[config.mk]
export PLATFORM = sky130hd
export DESIGN_NAME = rob_shift_array
export DESIGN_NICKNAME = d
export VERILOG_FILES = /design/src/rtl/rob_shift_array.sv
export SDC_FILE = /design/constraint.sdc
export NUM_CORES = 1
export LEC_CHECK = 0
export CAP_MARGIN = 20
export CORE_AREA = 2 2 253 155
export CTS_BUF_LIST = sky130_fd_sc_hd__clkbuf_4 sky130_fd_sc_hd__clkbuf_8 sky130_fd_sc_hd__clkbuf_16
export DETAILED_ROUTE_END_ITERATION = 12
export DIE_AREA = 0 0 255 157
export PLACE_DENSITY = 0.76
export SLEW_MARGIN = 0
export SYNTH_ARGS = -nofsm -noshare
export SYNTH_HDL_FRONTEND = slang
export SYNTH_SLANG_ARGS = --single-unit
export TNS_END_PERCENT = 1
[constraint.sdc]
create_clock -name clk -period 3.9 [get_ports clk]
set_clock_uncertainty 0.2 [all_clocks]
set_input_delay 0.975 -clock clk [delete_from_list [all_inputs] [get_ports clk]]
set_output_delay 0.975 -clock clk [all_outputs]
set_load 0.005 [all_outputs]
[src/rtl/rob_shift_array.sv]
// Compacting ordered storage for the reorder-buffer queue: entries stay packed
// toward slot 0, with shift-based insert and remove at any position each cycle.
module rob_shift_array #(
  parameter int p_depth     = 8,
  parameter int p_ptrwidth  = 5,
  parameter int p_chanwidth = 32,
  parameter int p_bitwidth  = p_ptrwidth + p_chanwidth
) (
  input  logic                          clk,
  input  logic                          rst,
  input  logic                          ins_val,
  output logic                          ins_rdy,
  input  logic [$clog2(p_depth)-1:0]    ins_idx,
  input  logic [p_bitwidth-1:0]         ins_data,
  input  logic                          rem_val,
  input  logic [$clog2(p_depth)-1:0]    rem_idx,
  output logic [$clog2(p_depth+1)-1:0]  count,
  output logic                          head_val,
  output logic [p_bitwidth-1:0]         head_data,
  output logic [p_depth*p_bitwidth-1:0] entry_data,
  output logic [p_depth-1:0]            entry_valid,
  output logic                          err
);

  localparam int IW = $clog2(p_depth);
  localparam int CW = $clog2(p_depth + 1);

  logic [p_bitwidth-1:0] slots    [p_depth];
  logic [p_bitwidth-1:0] removed  [p_depth];
  logic [p_bitwidth-1:0] slot_nxt [p_depth];
  logic [CW-1:0]         count_post;
  logic [CW-1:0]         count_nxt;
  logic                  rem_ok;
  logic                  ins_fit;
  logic                  ins_ok;
  logic                  err_set;

  always_comb begin
    rem_ok     = rem_val && (CW'(rem_idx) < count);
    count_post = count - CW'(rem_ok);
    ins_rdy    = (count < CW'(p_depth)) || rem_ok;
    ins_fit    = CW'(ins_idx) <= count_post;
    ins_ok     = ins_val && ins_rdy && ins_fit;
    err_set    = (rem_val && !rem_ok) || (ins_val && ins_rdy && !ins_fit);
    count_nxt  = count_post + CW'(ins_ok);
  end

  // Remove first, then insert into the compacted order; vacated slots are
  // already zero, so shifting them in keeps the unoccupied tail cleared.
  always_comb begin
    for (int unsigned k = 0; k < p_depth; k++) removed[k] = slots[k];
    if (rem_ok) begin
      for (int unsigned k = 0; k < p_depth - 1; k++)
        if (IW'(k) >= rem_idx) removed[k] = slots[k+1];
      removed[p_depth-1] = '0;
    end
    for (int unsigned k = 0; k < p_depth; k++) slot_nxt[k] = removed[k];
    if (ins_ok) begin
      for (int unsigned k = 1; k < p_depth; k++)
        if (IW'(k) > ins_idx) slot_nxt[k] = removed[k-1];
      for (int unsigned k = 0; k < p_depth; k++)
        if (IW'(k) == ins_idx) slot_nxt[k] = ins_data;
    end
  end

  always_ff @(posedge clk or negedge rst) begin
    if (!rst) begin
      for (int unsigned k = 0; k < p_depth; k++) slots[k] <= '0;
      count <= '0;
      err   <= 1'b0;
    end else begin
      for (int unsigned k = 0; k < p_depth; k++) slots[k] <= slot_nxt[k];
      count <= count_nxt;
      err   <= err | err_set;
    end
  end

  always_comb begin
    head_val  = count != '0;
    head_data = slots[0];
    entry_data  = '0;
    entry_valid = '0;
    for (int unsigned k = 0; k < p_depth; k++) begin
      entry_data[k*p_bitwidth +: p_bitwidth] = slots[k];
      entry_valid[k] = CW'(k) < count;
    end
  end

endmodule

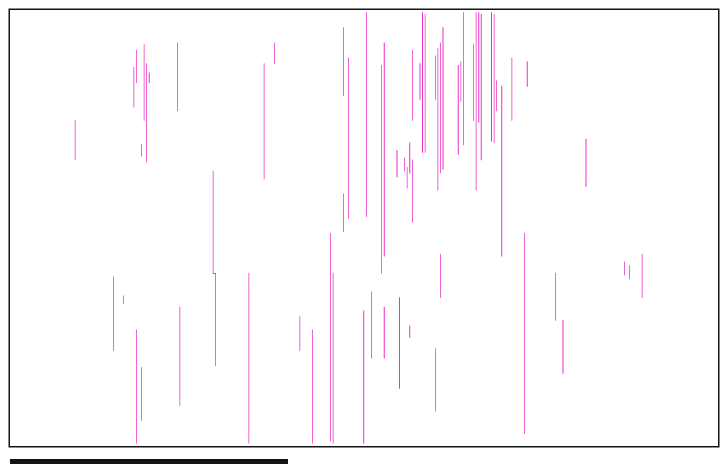
run_1/m4.png
Scale bar: 100 um.
The layer carries 2100 um of wire. 54 nets have wire on it. The layer holds 2.9% of the routed length. The longest straight run is 76.8 um. The wires run mostly vertical.
drt total wl: 71.89 mm
via count: 17330

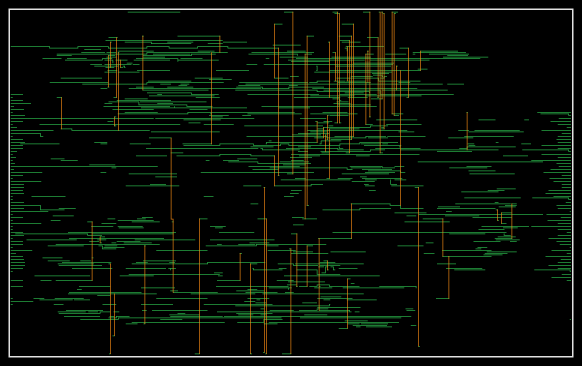
run_1/layers.png
Only two layers are drawn.
Key: orange = M4 [wire length 2100 um]; green = M3 [wire length 8970 um]
routed len/inst: 27.73 um
GRT Total Usage: 0.3488

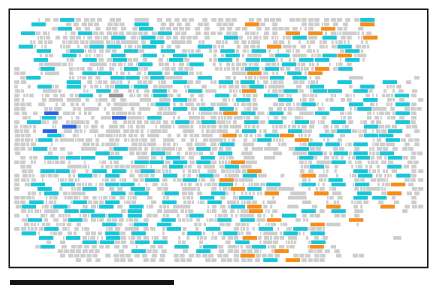
run_1/ff_map.png
Scale bar: 100 um. Other sequential cells in the stronger grey, the rest of the logic in the fainter grey.
Key: blue = count [placed flops 4, where west]; orange = head_data [placed flops 37]; cyan = entry_data [placed flops 259, where widely spread]
Seq/total area: 0.3248
post-layout util: 0.6183
Power Sequential: 6.35 mW
storage element area: 0.007532 mm^2

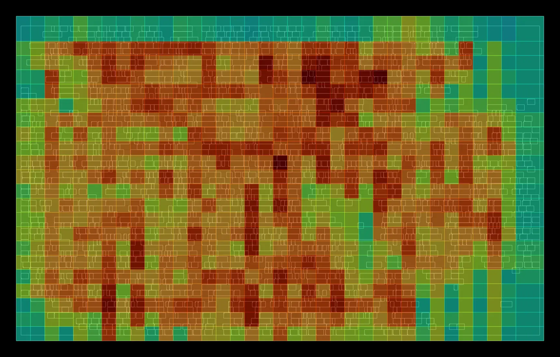
run_1/congestion_map.png
met1 usage: 0.5224
met3 Usage GRT: 0.09360
grt peak-use layer: met1

==> metrics.yaml, run 1 <==
logic_synthesis:
  xor_share: 0.003710
  top_cell: "dfrtp_1"
  fp_nets: 1781
  ys_sh_adder: 0.005936
  postSynthAreaPerCell_um2: 9.769
  top_area_frac: 0.4467
  netlist_area_mm2: 0.01686
  top_area_cell: "dfrtp_1"
  async_flop_share: 1.000
clock_network:
  cts_resized: 40
  cts_setup_buffers: 11
  cts_root_buf: "clkbuf_16"
  cts_buffers: 31
  hold_buffers: 0
  cts_max_level: 1
  clk_path_buf_depth: 3
  cts.sinks: 301
worst_setup_path:
  r2r-end: "entry_data[68]"
  rr_worst_depth: 19
  crit_path_top_delay_cell: "o31ai_4"
  cpMostUsedCell: "ha_4"
  crit_family: "buffers and inverters"
power_and_ir_drop:
  switching_share: 0.3977
  top_power_group: "combinational logic"
  power_frac_clock: 0.166
  p_seq_frac: 0.327
  power_mw: 19.44
  peakVddDrop_v: 0.0004780
  clk-power_mw: 3.22
floorplanning:
  ioPinCount: 395
  initial_core_util: 0.4496
  coreArea_mm2: 0.03750
final_timing:
  setup_violations: 0
  setup_ws_ns: 0.07067
  relSlewSlack: 0.3454
cells_and_area:
  logic_area_mm2: 0.008633
  finalInstanceArea_mm2: 0.02319
  nNetsFinal: 2112
  comb_cells: 1209
  final_cell_mix: "389 x clkdlybuf4s50_1, 301 x dfrtp_1, 230 x nand2_1"
placement:
  gp_congestion: 0.9901
run_status:
  status: "finished clean"
drt:
  drtIter0Drc: 2432
grt:
  grt_first_pass_wirelength_mm: 106.9
  grt_max_degree: 91
  globalRoute.totalOverflow: 0
worst_hold_path:
  hold_class: "input port to async pin"
run_1/gates.png
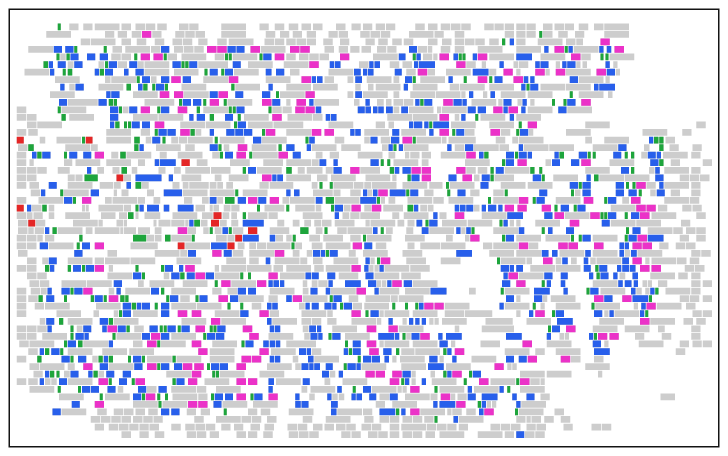

==> run 2: changes to the inputs <==
CORE_AREA = 2 2 269 165   (was 2 2 253 155)
DIE_AREA = 0 0 271 167   (was 0 0 255 157)
PLACE_DENSITY = 0.68   (was 0.76)
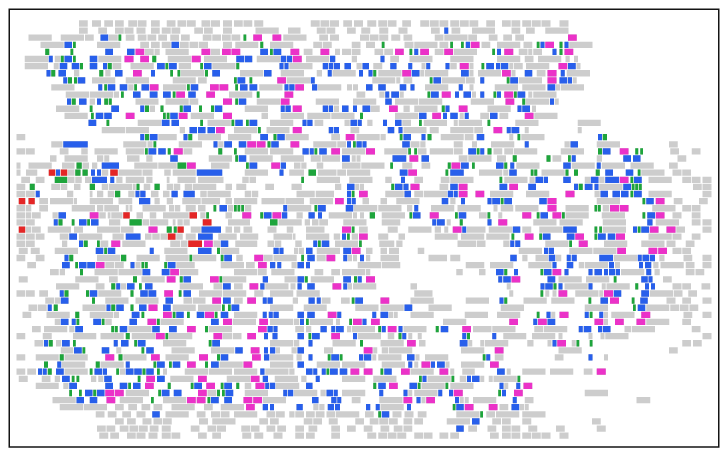
run_2/gates.png
Key: magenta = mux cells [cells 186, where widely spread]; blue = aoi and oai cells [cells 536, where widely spread]; green = nand cells [cells 282, where widely spread]; red = non-inverting ao/oa cells [cells 12, where west]
combinational fraction of the cell area: 0.3661
Top cell excl fill/tap: clkdlybuf4s50_1
non-filler cells, final: 2664

==> metrics.yaml, run 2 <==
power_and_ir_drop:
  clk-power_mw: 3.04
  power_frac_clock: 0.159
  peakVddDrop_v: 0.0005647
worst_setup_path:
  r2r-end: "entry_data[202]"
  rr_worst_depth: 17
logic_synthesis:
  xor_share: 0.003710
  fp_nets: 1781
  top_area_frac: 0.4467
  ys_sh_adder: 0.005936
  netlist_area_mm2: 0.01686
  postSynthAreaPerCell_um2: 9.769
clock_network:
  cts.sinks: 301
  cts_resized: 10
  clk_path_buf_depth: 3
  cts_root_buf: "clkbuf_16"
cells_and_area:
  ff_latch_area_mm2: 0.007532
  finalInstanceArea_mm2: 0.02315
  comb_cells: 1208
  logic_area_mm2: 0.008477
grt:
  grt_first_pass_wirelength_mm: 105.1
  grt_max_degree: 90
  grt_use_met1: 0.4469
  track_usage: 0.2985
  grtUsageMet3: 0.07066
run_status:
  status: "finished clean"
floorplanning:
  coreArea_mm2: 0.04274
  initial_core_util: 0.3945
  ioPinCount: 395
placement:
  gp_congestion: 0.9771
drt:
  wire_per_inst_um: 26.79
run_2/layers.png
Only two layers are drawn.
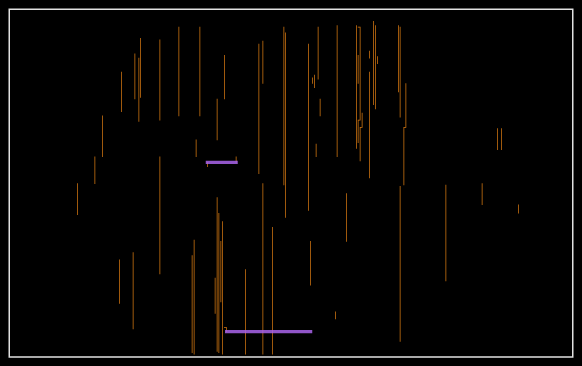

==> run 3: changes to the inputs <==
CORE_AREA = 2 2 251 154   (was 2 2 269 165)
CTS_BUF_LIST = not set   (was sky130_fd_sc_hd__clkbuf_4 sky130_fd_sc_hd__clkbuf_8 sky130_fd_sc_hd__clkbuf_16)
DIE_AREA = 0 0 253 156   (was 0 0 271 167)
PLACE_DENSITY = 0.77   (was 0.68)
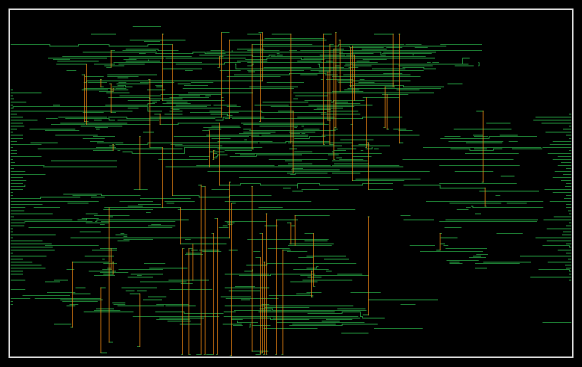
run_3/layers.png
Only two layers are drawn.
Key: green = M3 [wire length 10100 um]; orange = M4 [wire length 2230 um]
routed len/inst: 27.80 um
GRT Total Usage: 0.3432
drt total wl: 71.50 mm
via count: 17260

==> metrics.yaml, run 3 <==
floorplanning:
  initial_core_util: 0.4537
  ioPinCount: 395
  coreArea_mm2: 0.03716
final_timing:
  setup_ws_ns: 0.04411
  relSlewSlack: 0.3415
  setup_violations: 0
power_and_ir_drop:
  clk-power_mw: 3.27
  top_power_group: "combinational logic"
  power_mw: 19.44
  switching_share: 0.3970
  p_seq_frac: 0.328
  seq-power_mw: 6.37
  power_frac_clock: 0.168
  peakVddDrop_v: 0.0004867
clock_network:
  cts_setup_buffers: 3
  hold_buffers: 0
  cts_root_buf: "clkbuf_16"
  cts_buffers: 30
  clk_path_buf_depth: 3
  cts_resized: 8
  cts_max_level: 1
run_status:
  status: "finished clean"
cells_and_area:
  finalInstanceArea_mm2: 0.02309
  logic_area_mm2: 0.008478
  final_cells: 2572
  comb_cells: 1208
  nNetsFinal: 2125
  seqAreaFraction: 0.3263
logic_synthesis:
  postSynthAreaPerCell_um2: 9.769
  top_cell: "dfrtp_1"
  ys_sh_adder: 0.005936
  top_area_cell: "dfrtp_1"
  netlist_area_mm2: 0.01686
  fp_nets: 1781
  xor_share: 0.003710
  top_area_frac: 0.4467
grt:
  grt_use_met1: 0.5070
  grt_first_pass_wirelength_mm: 103.9
worst_setup_path:
  crit_family: "buffers and inverters"
  r2r-end: "entry_data[37]"
  rr_worst_depth: 20
placement:
  gp_congestion: 0.9819
Power is estimated from default activity; no workload was simulated.
